$ cat src/rtl/rst_seq_gen.sv
// rtl/rst_seq_gen.sv - reset sequencer: sync release, fixed-length hold, software reset
// Optional checker enabled by defining RST_SEQ_MON_EN.
module rst_seq_gen #(
  parameter int HOLD_CYCLES = 3,
  parameter int SYNC_STAGES = 2,
  parameter int CNT_W       = 8
) (
  input  logic clk,
  input  logic rst,
  input  logic sw_req,
  output logic rst_o,
  output logic rst_done,
  output logic sw_ack,
  output logic rst_err
);

  typedef enum logic {HOLD = 1'b0, RUN = 1'b1} state_t;

  localparam logic [CNT_W-1:0] HOLD_LAST = CNT_W'(HOLD_CYCLES - 1);

  logic [SYNC_STAGES-1:0] sync_q;
  state_t                 state_q, state_d;
  logic [CNT_W-1:0]       cnt_q, cnt_d;
  logic                   soft_q, soft_d;
  logic                   rst_o_q, rst_o_d;
  logic                   sw_ack_q, sw_ack_d;
  logic                   released;
  logic                   hold_exit;

  always_ff @(posedge clk or posedge rst) begin
    if (rst) begin
      sync_q <= '0;
    end else begin
      sync_q <= {sync_q[SYNC_STAGES-2:0], 1'b1};
    end
  end

  assign released  = sync_q[SYNC_STAGES-1];
  assign hold_exit = (state_q == HOLD) && released && (cnt_q == HOLD_LAST);

  always_comb begin
    state_d  = state_q;
    cnt_d    = cnt_q;
    soft_d   = soft_q;
    rst_o_d  = rst_o_q;
    sw_ack_d = 1'b0;
    case (state_q)
      HOLD: begin
        rst_o_d = 1'b1;
        if (hold_exit) begin
          rst_o_d = 1'b0;
          cnt_d   = '0;
          state_d = RUN;
          if (soft_q) begin
            sw_ack_d = 1'b1;
            soft_d   = 1'b0;
          end
        end else if (released) begin
          cnt_d = cnt_q + CNT_W'(1);
        end
      end
      RUN: begin
        rst_o_d = 1'b0;
        // sw_req is only honoured here, so a request during HOLD cannot stretch it
        if (sw_req) begin
          rst_o_d = 1'b1;
          state_d = HOLD;
          cnt_d   = '0;
          soft_d  = 1'b1;
        end
      end
      default: begin
        state_d = HOLD;
        rst_o_d = 1'b1;
        cnt_d   = '0;
      end
    endcase
  end

  always_ff @(posedge clk or posedge rst) begin
    if (rst) begin
      state_q  <= HOLD;
      cnt_q    <= '0;
      soft_q   <= 1'b0;
      rst_o_q  <= 1'b1;
      sw_ack_q <= 1'b0;
    end else begin
      state_q  <= state_d;
      cnt_q    <= cnt_d;
      soft_q   <= soft_d;
      rst_o_q  <= rst_o_d;
      sw_ack_q <= sw_ack_d;
    end
  end

  assign rst_o    = rst_o_q;
  assign rst_done = (state_q == RUN);
  assign sw_ack   = sw_ack_q;

`ifdef RST_SEQ_MON_EN
  logic [CNT_W-1:0] mon_cnt_q;
  logic [CNT_W:0]   mon_len;
  logic             mon_rst_o_prev_q;
  logic             mon_sw_prev_q;
  logic             mon_err_q;

  assign mon_len = {1'b0, mon_cnt_q} + (CNT_W+1)'(1);

  // Window length is counted independently of cnt_q so a corrupted counter is caught.
  always_ff @(posedge clk or posedge rst) begin
    if (rst) begin
      mon_cnt_q        <= '0;
      mon_rst_o_prev_q <= 1'b1;
      mon_sw_prev_q    <= 1'b0;
      mon_err_q        <= 1'b0;
    end else begin
      mon_rst_o_prev_q <= rst_o_q;
      mon_sw_prev_q    <= sw_req;
      if (rst_o_q && !mon_rst_o_prev_q && !mon_sw_prev_q) begin
        mon_err_q <= 1'b1;
      end
      if ((state_q == HOLD) && released) begin
        if (hold_exit) begin
          if (mon_len != (CNT_W+1)'(HOLD_CYCLES)) begin
            mon_err_q <= 1'b1;
          end
          mon_cnt_q <= '0;
        end else begin
          mon_cnt_q <= mon_cnt_q + CNT_W'(1);
        end
      end
    end
  end

  assign rst_err = mon_err_q;
`else
  assign rst_err = 1'b0;
`endif

endmodule

$ cat config.mk
export PLATFORM = sky130hd
export DESIGN_NAME = rst_seq_gen
export DESIGN_NICKNAME = d
export VERILOG_FILES = /design/src/rtl/rst_seq_gen.sv
export SDC_FILE = /design/constraint.sdc
export NUM_CORES = 1
export LEC_CHECK = 0
export CAP_MARGIN = 40
export CORE_AREA = 2 2 57 46
export DETAILED_ROUTE_END_ITERATION = 10
export DIE_AREA = 0 0 59 48
export SETUP_SLACK_MARGIN = 0.02
export SYNTH_ARGS = -nofsm -noshare
export SYNTH_HDL_FRONTEND = slang
export SYNTH_SLANG_ARGS = --single-unit
$ cat constraint.sdc
create_clock -name clk -period 1.7 [get_ports clk]
set_input_delay 0.34 -clock clk [delete_from_list [all_inputs] [get_ports clk]]
set_output_delay 0.34 -clock clk [all_outputs]
set_load 0.02 [all_outputs]
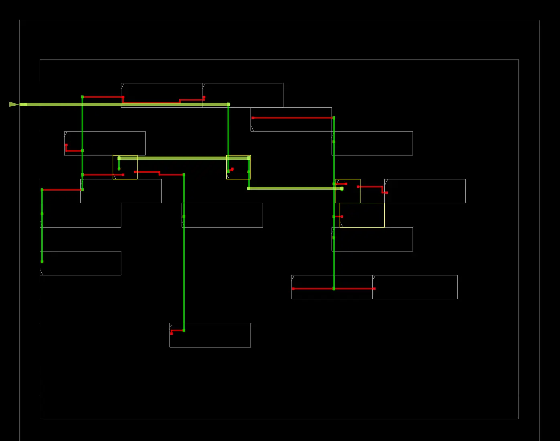
(images/clocks.png)
clock sinks: 14
CTS Buf Count: 3
Clock Skew: 0.00727 ns

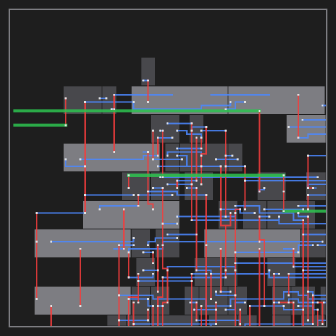
(images/detail.png)
Region (0, 18) to (30, 48) um. Cells in gray, sequential cells in the stronger gray; small squares are vias.
legend:
  metal 2:
    color: red
  metal 1:
    color: blue
  metal 3:
    color: green
netlist names of flops here include: cnt_q (5), sync_q (2)
sequential cells in the window: 7
cells with their middle in the window: 37
most frequent: dfrtp_1 (7)

==> reports/results.ini <==
[run_status]
status = completed

[power]
combinationalPowerShare_pct = 31.9
power_uw = 1100
powerDensity_nw_per_um2 = 1390
p_switching_uw = 390
intPower_uw = 715
peakVddDrop_v = 0.000741
clkPwrFrac_pct = 21.3

[critical_path]
path_max_fanout = 1
cp_data_required_time_ns = 1.36
path_buffers = 1
path_class = flip-flop to output port
worstSetupStartpoint = sw_ack

[floorplanning]
die_w_um = 59
design.core.area_sq_um = 2210
fp_util_pct = 30.3

[clocking]
clk_latency_ns = 0.28
tritoncts = yes
clockBufferDepth = 2

[routing]
firstDrtPassIters = 4
wirelength_um = 1260
drt_iter0_drc = 1
ant_nets = 0
vias = 507

[synth]
yosys_area_sq_um = 671
ys_seq_share_pct = 52.4
synth.distinct_cells = 25
synth-async-reset-ratio_pct = 100
yosys.area.top_type = dfrtp_1
synth_flops = 14
edf_count = 0

[global_routing]
grtUsageTotal_pct = 10.9

[finish]
area_delta_synth_final_pct = 18.7
antenna_cells = 0
nNetsFinal = 81
lay_top_cells = dfrtp_1, a21oi_1, o31ai_1, nand3_1, nand2_1
drive_gt1_share_pct = 13.3

[job]
tool_warnings = 27

[timing]
setup_viol = 0
hold-worst-slack_ns = 0.355
rsz0062_at_grt = false

[place]
hpwl_um = 933
place_area_sq_um = 762

stage by stage:
stage | setup WS (ns) | std cells
floorplan | 0.334 | 65
global placement | -0.0701 | 96
detailed placement | -0.109 | 96
CTS | 0.163 | 100
global route | 0.0588 | 100
finish | 0.174 | 100
final cells by class:
cell class                      count  area, sq um  share of cell area [%]
Sequential cell                    14          352                    44.2
Multi-Input combinational cell     46          295                    37.1
Timing Repair Buffer                8         70.1                    8.81
Clock buffer                        4         36.3                    4.56
Tap cell                           25         31.3                    3.93
Inverter                            3         11.3                    1.42
kinds of logic after synthesis:
logic type | count (synthesis) | share of synthesized area (%)
other cells | 2 | 1.12
simple gates | 25 | 22.9
flops | 14 | 52.4
fa+ha+maj | 2 | 3.73
mux | 1 | 1.49
compound gates | 16 | 14.7
buf+inv | 5 | 3.54
registers in the layout, summed over array words and instances (netlist names):
register / count
cnt_q: 8
sw_ack: 1
rst_done: 1
rst_o: 1
sync_q: 2
soft_q: 1
power groups by stage:
stage          Sequential (uW)  Combinational [uW]  Clock [uW]
5_1_grt                    537                 397         264
4_1_cts                    519                 354         245
2_1_floorplan              529                 218           0
3_5_place_dp               527                 365           0
6_report                   517                 352         236
3_3_place_gp               522                 357           0
Yosys cell counts, types with 2 or more instances:
cell type and instances:
a21oi_1 6, and2_1 3, conb_1 2, dfrtp_1 13, ha_1 2, inv_1 3
nand2_1 4, nand3_1 5, o21ai_0 3, o31ai_1 5, or3_1 3, or4_1 3
worst paths after layout:
path,endpoint,slack (ns),depth (start not counted)
worst min-delay path,sync_q[1],0.35,0
worst max register to register,cnt_q[6],0.23,4
min in group asynchronous,cnt_q[1],0.39,2
worst min register to register,sync_q[1],0.35,0
worst max-delay path,sw_ack,0.17,1
max in group asynchronous,rst_o,0.94,2
routing by layer:
layer | wire length (um) | vias up | track usage (%)
met5 | 0 | - | 0
met4 | 0 | 0 | 1.82
met3 | 55 | 0 | 5.68
met2 | 553 | 8 | 15.6
met1 | 649 | 240 | 14.9
li1 | - | 259 | -
No activity file was given, so power comes from the tool's default toggle rates.
